Run 1, clock nets:
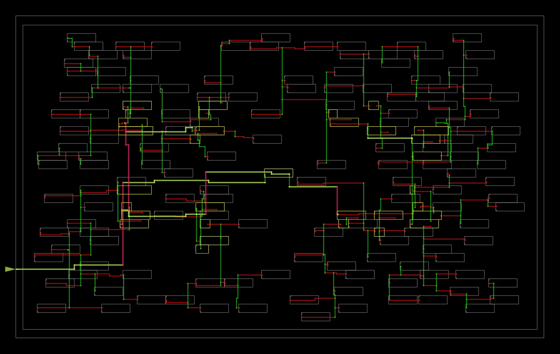
Run 1, close-up of the layout:
Window x 18 to 68, y 53 to 103 µm. Cells in grey, sequential cells in the stronger grey; small squares are vias.
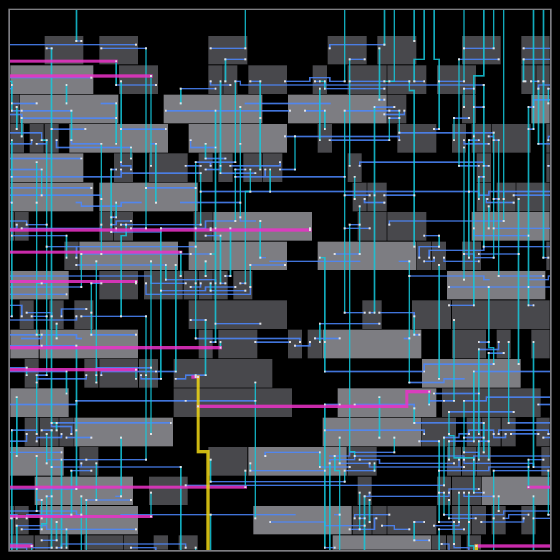
Run 1, floorplan with the power grid:
Pins as bars on the die edge.
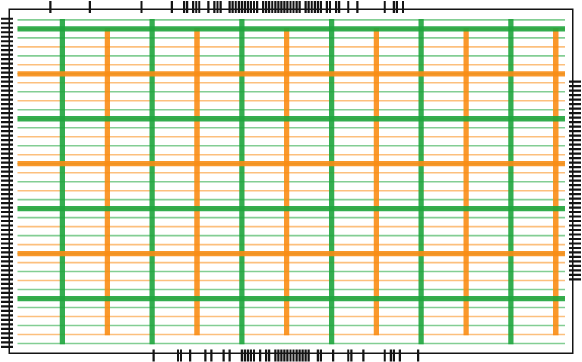
## src/rtl/jtag_ahb_master_if.sv

```systemverilog
// Bundles the TAP-side request/acknowledge signals and the AHB-Lite master bus.
// The master modport is the bridge's view; the slave modport is the TAP and AHB side.
interface jtag_ahb_master_if #(
  parameter int ADDR_WIDTH = 32,
  parameter int DATA_WIDTH = 32
);
  logic                  REQ_TOGGLE;
  logic                  REQ_WRITE;
  logic [ADDR_WIDTH-1:0] REQ_ADDR;
  logic [DATA_WIDTH-1:0] REQ_WDATA;
  logic                  ACK_TOGGLE;
  logic [DATA_WIDTH-1:0] RSP_RDATA;
  logic                  RSP_ERR;
  logic                  BUSY;
  logic [ADDR_WIDTH-1:0] HADDR;
  logic [1:0]            HTRANS;
  logic                  HWRITE;
  logic [2:0]            HSIZE;
  logic [2:0]            HBURST;
  logic [DATA_WIDTH-1:0] HWDATA;
  logic [DATA_WIDTH-1:0] HRDATA;
  logic                  HREADY;
  logic                  HRESP;

  modport master (
    input  REQ_TOGGLE, REQ_WRITE, REQ_ADDR, REQ_WDATA, HRDATA, HREADY, HRESP,
    output ACK_TOGGLE, RSP_RDATA, RSP_ERR, BUSY,
    output HADDR, HTRANS, HWRITE, HSIZE, HBURST, HWDATA
  );

  modport slave (
    output REQ_TOGGLE, REQ_WRITE, REQ_ADDR, REQ_WDATA, HRDATA, HREADY, HRESP,
    input  ACK_TOGGLE, RSP_RDATA, RSP_ERR, BUSY,
    input  HADDR, HTRANS, HWRITE, HSIZE, HBURST, HWDATA
  );
endinterface

```

## src/rtl/jtag_ahb_master.sv

```systemverilog
// Single-transfer AHB-Lite master driven by toggle requests from the JTAG TAP domain.
// Each request becomes one NONSEQ beat; the result is returned through a toggle acknowledge.
module jtag_ahb_master #(
  parameter int SYNC_STAGES = 2,
  parameter int ADDR_WIDTH  = 32,
  parameter int DATA_WIDTH  = 32
) (
  input  logic              HCLK,
  input  logic              HRESETn,
  jtag_ahb_master_if.master bus
);

  localparam int         CNT_W         = $clog2(SYNC_STAGES + 1);
  localparam logic [1:0] HTRANS_IDLE   = 2'b00;
  localparam logic [1:0] HTRANS_NONSEQ = 2'b10;

  typedef enum logic [2:0] {
    ST_INIT = 3'd0,
    ST_IDLE = 3'd1,
    ST_ADDR = 3'd2,
    ST_DATA = 3'd3,
    ST_RESP = 3'd4
  } state_t;

  state_t                r_state, w_state_nxt;
  logic [SYNC_STAGES-1:0] r_sync;
  logic                  w_req_s;
  logic                  w_pending;
  logic [CNT_W-1:0]      r_init_cnt, w_init_cnt_nxt;
  logic                  r_req_seen, w_req_seen_nxt;
  logic                  r_write, w_write_nxt;
  logic [DATA_WIDTH-1:0] r_wdata, w_wdata_nxt;
  logic                  r_err, w_err_nxt;
  logic [ADDR_WIDTH-1:0] r_haddr, w_haddr_nxt;
  logic [1:0]            r_htrans, w_htrans_nxt;
  logic                  r_hwrite, w_hwrite_nxt;
  logic [DATA_WIDTH-1:0] r_hwdata, w_hwdata_nxt;
  logic                  r_ack, w_ack_nxt;
  logic [DATA_WIDTH-1:0] r_rsp_rdata, w_rsp_rdata_nxt;
  logic                  r_rsp_err, w_rsp_err_nxt;
  logic                  r_busy, w_busy_nxt;

  assign w_req_s   = r_sync[SYNC_STAGES-1];
  assign w_pending = (w_req_s != r_req_seen);

  // Toggle synchronizer from the TCK domain
  always_ff @(posedge HCLK or negedge HRESETn) begin
    if (!HRESETn) begin
      r_sync <= '0;
    end else begin
      r_sync <= {r_sync[SYNC_STAGES-2:0], bus.REQ_TOGGLE};
    end
  end

  // FSM state register
  always_ff @(posedge HCLK or negedge HRESETn) begin
    if (!HRESETn) begin
      r_state <= ST_INIT;
    end else begin
      r_state <= w_state_nxt;
    end
  end

  // Next-state, captured request and bus/response outputs
  always_comb begin
    w_state_nxt     = r_state;
    w_init_cnt_nxt  = r_init_cnt;
    w_req_seen_nxt  = r_req_seen;
    w_write_nxt     = r_write;
    w_wdata_nxt     = r_wdata;
    w_err_nxt       = r_err;
    w_haddr_nxt     = r_haddr;
    w_htrans_nxt    = r_htrans;
    w_hwrite_nxt    = r_hwrite;
    w_hwdata_nxt    = r_hwdata;
    w_ack_nxt       = r_ack;
    w_rsp_rdata_nxt = r_rsp_rdata;
    w_rsp_err_nxt   = r_rsp_err;
    w_busy_nxt      = r_busy;

    case (r_state)
      ST_INIT: begin
        // Adopt the value req_s takes on this edge, so a level present at release is not a request
        if (r_init_cnt == CNT_W'(SYNC_STAGES - 1)) begin
          w_req_seen_nxt = r_sync[SYNC_STAGES-2];
          w_state_nxt    = ST_IDLE;
        end else begin
          w_init_cnt_nxt = r_init_cnt + CNT_W'(1);
        end
      end
      ST_IDLE: begin
        if (w_pending) begin
          w_write_nxt  = bus.REQ_WRITE;
          w_wdata_nxt  = bus.REQ_WDATA;
          w_haddr_nxt  = bus.REQ_ADDR;
          w_hwrite_nxt = bus.REQ_WRITE;
          w_htrans_nxt = HTRANS_NONSEQ;
          w_busy_nxt   = 1'b1;
          w_state_nxt  = ST_ADDR;
        end else begin
          w_state_nxt = ST_IDLE;
        end
      end
      ST_ADDR: begin
        if (bus.HREADY) begin
          w_htrans_nxt = HTRANS_IDLE;
          w_err_nxt    = 1'b0;
          w_state_nxt  = ST_DATA;
          if (r_write) begin
            w_hwdata_nxt = r_wdata;
          end else begin
            w_hwdata_nxt = r_hwdata;
          end
        end else begin
          w_state_nxt = ST_ADDR;
        end
      end
      ST_DATA: begin
        if (bus.HREADY) begin
          w_rsp_err_nxt = bus.HRESP | r_err;
          w_state_nxt   = ST_RESP;
          // Read data from an errored transfer is not meaningful, so the last good value is kept
          if (!r_write && !(bus.HRESP | r_err)) begin
            w_rsp_rdata_nxt = bus.HRDATA;
          end else begin
            w_rsp_rdata_nxt = r_rsp_rdata;
          end
        end else if (bus.HRESP) begin
          w_err_nxt = 1'b1;
        end else begin
          w_err_nxt = r_err;
        end
      end
      ST_RESP: begin
        w_ack_nxt      = ~r_ack;
        w_busy_nxt     = 1'b0;
        w_req_seen_nxt = ~r_req_seen;
        w_state_nxt    = ST_IDLE;
      end
      default: begin
        w_htrans_nxt = HTRANS_IDLE;
        w_busy_nxt   = 1'b0;
        w_state_nxt  = ST_INIT;
      end
    endcase
  end

  // Datapath and output registers
  always_ff @(posedge HCLK or negedge HRESETn) begin
    if (!HRESETn) begin
      r_init_cnt  <= '0;
      r_req_seen  <= 1'b0;
      r_write     <= 1'b0;
      r_wdata     <= '0;
      r_err       <= 1'b0;
      r_haddr     <= '0;
      r_htrans    <= HTRANS_IDLE;
      r_hwrite    <= 1'b0;
      r_hwdata    <= '0;
      r_ack       <= 1'b0;
      r_rsp_rdata <= '0;
      r_rsp_err   <= 1'b0;
      r_busy      <= 1'b0;
    end else begin
      r_init_cnt  <= w_init_cnt_nxt;
      r_req_seen  <= w_req_seen_nxt;
      r_write     <= w_write_nxt;
      r_wdata     <= w_wdata_nxt;
      r_err       <= w_err_nxt;
      r_haddr     <= w_haddr_nxt;
      r_htrans    <= w_htrans_nxt;
      r_hwrite    <= w_hwrite_nxt;
      r_hwdata    <= w_hwdata_nxt;
      r_ack       <= w_ack_nxt;
      r_rsp_rdata <= w_rsp_rdata_nxt;
      r_rsp_err   <= w_rsp_err_nxt;
      r_busy      <= w_busy_nxt;
    end
  end

  assign bus.HADDR      = r_haddr;
  assign bus.HTRANS     = r_htrans;
  assign bus.HWRITE     = r_hwrite;
  assign bus.HSIZE      = 3'b010;
  assign bus.HBURST     = 3'b000;
  assign bus.HWDATA     = r_hwdata;
  assign bus.ACK_TOGGLE = r_ack;
  assign bus.RSP_RDATA  = r_rsp_rdata;
  assign bus.RSP_ERR    = r_rsp_err;
  assign bus.BUSY       = r_busy;

endmodule

```

## src/flat_wrapper.sv

```systemverilog
// flat-port wrapper written by rule: the top's interface ports become plain ports
module jtag_ahb_master_flat 
#(
  parameter int SYNC_STAGES = 2,
  parameter int ADDR_WIDTH  = 32,
  parameter int DATA_WIDTH  = 32
)
  (HCLK, HRESETn, bus_REQ_TOGGLE, bus_REQ_WRITE, bus_REQ_ADDR, bus_REQ_WDATA, bus_HRDATA, bus_HREADY, bus_HRESP, bus_ACK_TOGGLE, bus_RSP_RDATA, bus_RSP_ERR, bus_BUSY, bus_HADDR, bus_HTRANS, bus_HWRITE, bus_HSIZE, bus_HBURST, bus_HWDATA);
  jtag_ahb_master_if #(.ADDR_WIDTH(ADDR_WIDTH), .DATA_WIDTH(DATA_WIDTH)) bus_i ();
  input  logic HCLK;
  input  logic HRESETn;
  input wire logic [$bits(bus_i.REQ_TOGGLE)-1:0] bus_REQ_TOGGLE;
  input wire logic [$bits(bus_i.REQ_WRITE)-1:0] bus_REQ_WRITE;
  input wire logic [$bits(bus_i.REQ_ADDR)-1:0] bus_REQ_ADDR;
  input wire logic [$bits(bus_i.REQ_WDATA)-1:0] bus_REQ_WDATA;
  input wire logic [$bits(bus_i.HRDATA)-1:0] bus_HRDATA;
  input wire logic [$bits(bus_i.HREADY)-1:0] bus_HREADY;
  input wire logic [$bits(bus_i.HRESP)-1:0] bus_HRESP;
  output wire logic [$bits(bus_i.ACK_TOGGLE)-1:0] bus_ACK_TOGGLE;
  output wire logic [$bits(bus_i.RSP_RDATA)-1:0] bus_RSP_RDATA;
  output wire logic [$bits(bus_i.RSP_ERR)-1:0] bus_RSP_ERR;
  output wire logic [$bits(bus_i.BUSY)-1:0] bus_BUSY;
  output wire logic [$bits(bus_i.HADDR)-1:0] bus_HADDR;
  output wire logic [$bits(bus_i.HTRANS)-1:0] bus_HTRANS;
  output wire logic [$bits(bus_i.HWRITE)-1:0] bus_HWRITE;
  output wire logic [$bits(bus_i.HSIZE)-1:0] bus_HSIZE;
  output wire logic [$bits(bus_i.HBURST)-1:0] bus_HBURST;
  output wire logic [$bits(bus_i.HWDATA)-1:0] bus_HWDATA;
  assign bus_i.REQ_TOGGLE = bus_REQ_TOGGLE;
  assign bus_i.REQ_WRITE = bus_REQ_WRITE;
  assign bus_i.REQ_ADDR = bus_REQ_ADDR;
  assign bus_i.REQ_WDATA = bus_REQ_WDATA;
  assign bus_i.HRDATA = bus_HRDATA;
  assign bus_i.HREADY = bus_HREADY;
  assign bus_i.HRESP = bus_HRESP;
  assign bus_ACK_TOGGLE = bus_i.ACK_TOGGLE;
  assign bus_RSP_RDATA = bus_i.RSP_RDATA;
  assign bus_RSP_ERR = bus_i.RSP_ERR;
  assign bus_BUSY = bus_i.BUSY;
  assign bus_HADDR = bus_i.HADDR;
  assign bus_HTRANS = bus_i.HTRANS;
  assign bus_HWRITE = bus_i.HWRITE;
  assign bus_HSIZE = bus_i.HSIZE;
  assign bus_HBURST = bus_i.HBURST;
  assign bus_HWDATA = bus_i.HWDATA;
  jtag_ahb_master #(.SYNC_STAGES(SYNC_STAGES), .ADDR_WIDTH(ADDR_WIDTH), .DATA_WIDTH(DATA_WIDTH)) u_core (.HCLK(HCLK), .HRESETn(HRESETn), .bus(bus_i));
endmodule
```

## config.mk

```make
export PLATFORM = sky130hd
export DESIGN_NAME = jtag_ahb_master_flat
export DESIGN_NICKNAME = d
export VERILOG_FILES = /design/src/rtl/jtag_ahb_master_if.sv /design/src/rtl/jtag_ahb_master.sv /design/src/flat_wrapper.sv
export SDC_FILE = /design/constraint.sdc
export NUM_CORES = 1
export LEC_CHECK = 0
export ABC_AREA = 1
export CAP_MARGIN = 15
export CORE_ASPECT_RATIO = 0.6
export CORE_MARGIN = 2
export CORE_UTILIZATION = 35
export DETAILED_ROUTE_END_ITERATION = 7
export GPL_TIMING_DRIVEN = 1
export PLACE_DENSITY = 0.66
export SLEW_MARGIN = 25
export SYNTH_ARGS = -nofsm -noshare
export SYNTH_HDL_FRONTEND = slang
export SYNTH_SLANG_ARGS = --single-unit
```

## constraint.sdc

```tcl
create_clock -name HCLK -period 2.6 [get_ports HCLK]
set_input_delay 0.26 -clock HCLK [delete_from_list [all_inputs] [get_ports HCLK]]
set_output_delay 0.26 -clock HCLK [all_outputs]
set_load 0.01 [all_outputs]
```

==> impl_metrics.yaml, run 1 <==
# generated from flow reports
setup_path:
  crit_family: "simple AND/OR/NAND/NOR gates"
  crit_start: "u_core.r_state[2]$_DFFE_PN0P_"
  worstSetupStartpointType: "register"
  cp.depth: 5
  crit_fanout: 32
finish:
  fin_area_um2: 8570
  nNonClkBuffers: 209
  nonClkBufAreaFrac: 0.248
  synthToLayoutAreaGrowth_pct: 48.0
  clk_share: 0.0714
  final_layout_top_logic_cells: "clkdlybuf4s50_1, nand2_1, dfrtp_1"
  drive_gt1_frac: 0.0642
  antenna_cells: 0
  seq_area_frac: 0.415
  mostFrequentLayoutCell: "clkdlybuf4s50_1"
  dominant_cells: "registers"
run_status:
  outcome: "completed"
yosys:
  netlist_area_um2: 5790
  postSynthAreaPerCell_um2: 9.18
  yosys-stat-cells: 631
  yosysUniqueCellTypes: 25
  area_leaders: "dfrtp_1, nand2_1, o21ai_0"
  ys_seq_frac: 0.614
cts:
  cts_hold_buf: 1
  cts_setup_buffers: 0
global_routing:
  grt_max_degree: 65
  met3_usage: 0.0772
  grt_overflow: 0
run:
  warnings: 26
timing:
  fin_skew_ps: 13.1
  fmax_mhz: 537
  hold_slack_ps: 312
power:
  power_frac_seq: 0.374
routing:
  drt-wirelength-per-cell_um: 13.5
floorplan:
  rows: 36
Notes on 'clock nets' above:
Clock Sinks: 142
CTS buffer count: 17
Clk power: 2530 µW
seq_cells: 142

Notes on 'close-up of the layout' above:
| colour | layer |
|---|---|
| magenta | metal 3 |
| blue | metal 1 |
| yellow | metal 4 |
| cyan | metal 2 |
sequential cells in the window: 30
most frequent: nand2_1 (45), dfrtp_1 (30), clkdlybuf4s50_1 (26)
cells with their middle in the window: 144
netlist names of flops here include: `u_core.bus.RSP_RDATA` (24), `u_core.r_init_cnt` (2), `u_core.r_state` (2)

Notes on 'floorplan with the power grid' above:
| colour | net |
|---|---|
| green | VSS |
| orange | VDD |
signal pins: 210
rows: 36
met4 straps: 12
met5 straps: 7

Run 1, sequential cells grouped by signal name:
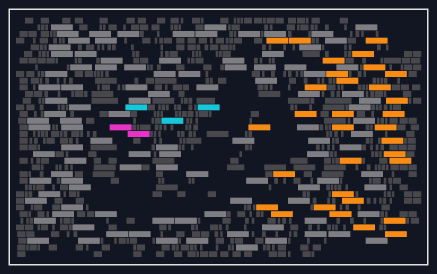

==> inputs of run 2 (changes only) <==
PLACE_DENSITY = 0.69   (was 0.66)
clock period = 1.58 ns   (was 2.6 ns; I/O delays follow)
Run 2, sequential cells grouped by signal name:
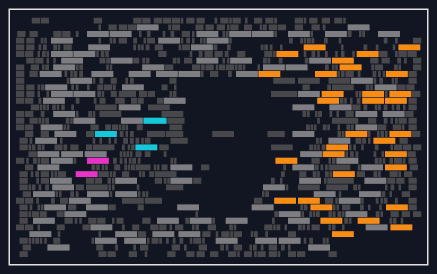
| colour | netlist name | sequential cells |
|---|---|---|
| cyan | `u_core.r_state` | 3 |
| orange | `u_core.bus.HWDATA` | 32 |
| magenta | `u_core.r_init_cnt` | 2 |

Run 2, clock nets:
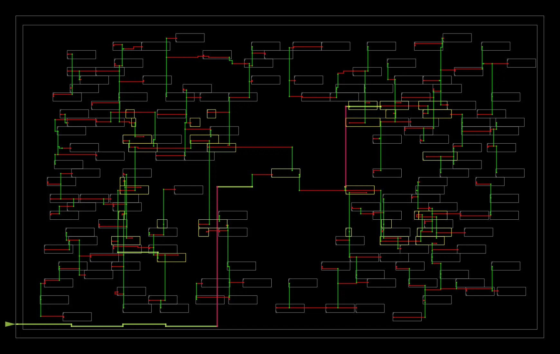
CLK BUF: 20
Worst-Skew Late Latency: 410 ps
Layout Skew: 13.0 ps

Run 2, close-up of the layout:
Window x 18 to 68, y 53 to 103 µm. Cells in grey, sequential cells in the stronger grey; small squares are vias.
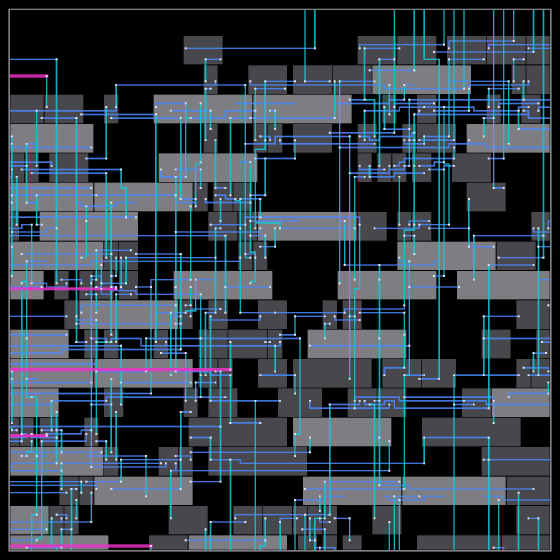

==> impl_metrics.yaml, run 2 <==
# generated from flow reports
run_status:
  outcome: "completed"
finish:
  antenna_cells: 0
  nNonClkBuffers: 227
  nFlopsAndLatches: 142
  fin_area_um2: 8730
  nonClkBufAreaFrac: 0.264
  drive_gt1_frac: 0.0838
  mostFrequentLayoutCell: "clkdlybuf4s50_1"
  synthToLayoutAreaGrowth_pct: 50.8
  clk_share: 0.0682
  dominant_cells: "registers"
  seq_area_frac: 0.407
  fin_nets: 949
global_routing:
  grt_overflow: 0
  grt_max_degree: 65
  top_usage_layer: "met1"
  met3_usage: 0.0627
routing:
  dr.pass1.iters: 4
  drt-wirelength-per-cell_um: 13.3
  drt_iter0_drc: 269
setup_path:
  crit_family: "buffers and inverters"
  reg2reg_depth: 7
  cp.depth: 1
  worstSetupStartpointType: "register"
  crit_fanout: 2
  crit_start: "u_core.bus.RSP_RDATA[25]$_DFFE_PN0P_"
yosys:
  yosysUniqueCellTypes: 25
  ys_seq_frac: 0.614
  yosys-stat-cells: 631
  topCombFamilyByArea: "simple AND/OR/NAND/NOR gates"
  netlist_area_um2: 5790
power:
  pg_clk_uw: 4050
  power_frac_seq: 0.372
cts:
  cts_setup_buffers: 0
  cts.sinks: 142
  cts_hold_buf: 1
  cts_buffers: 17
floorplan:
  rows: 36
place:
  gp_congestion: 0.797
timing:
  hold_slack_ps: 206
  fmax_mhz: 666
run:
  warnings: 26
No activity file was given, so power comes from the tool's default toggle rates.
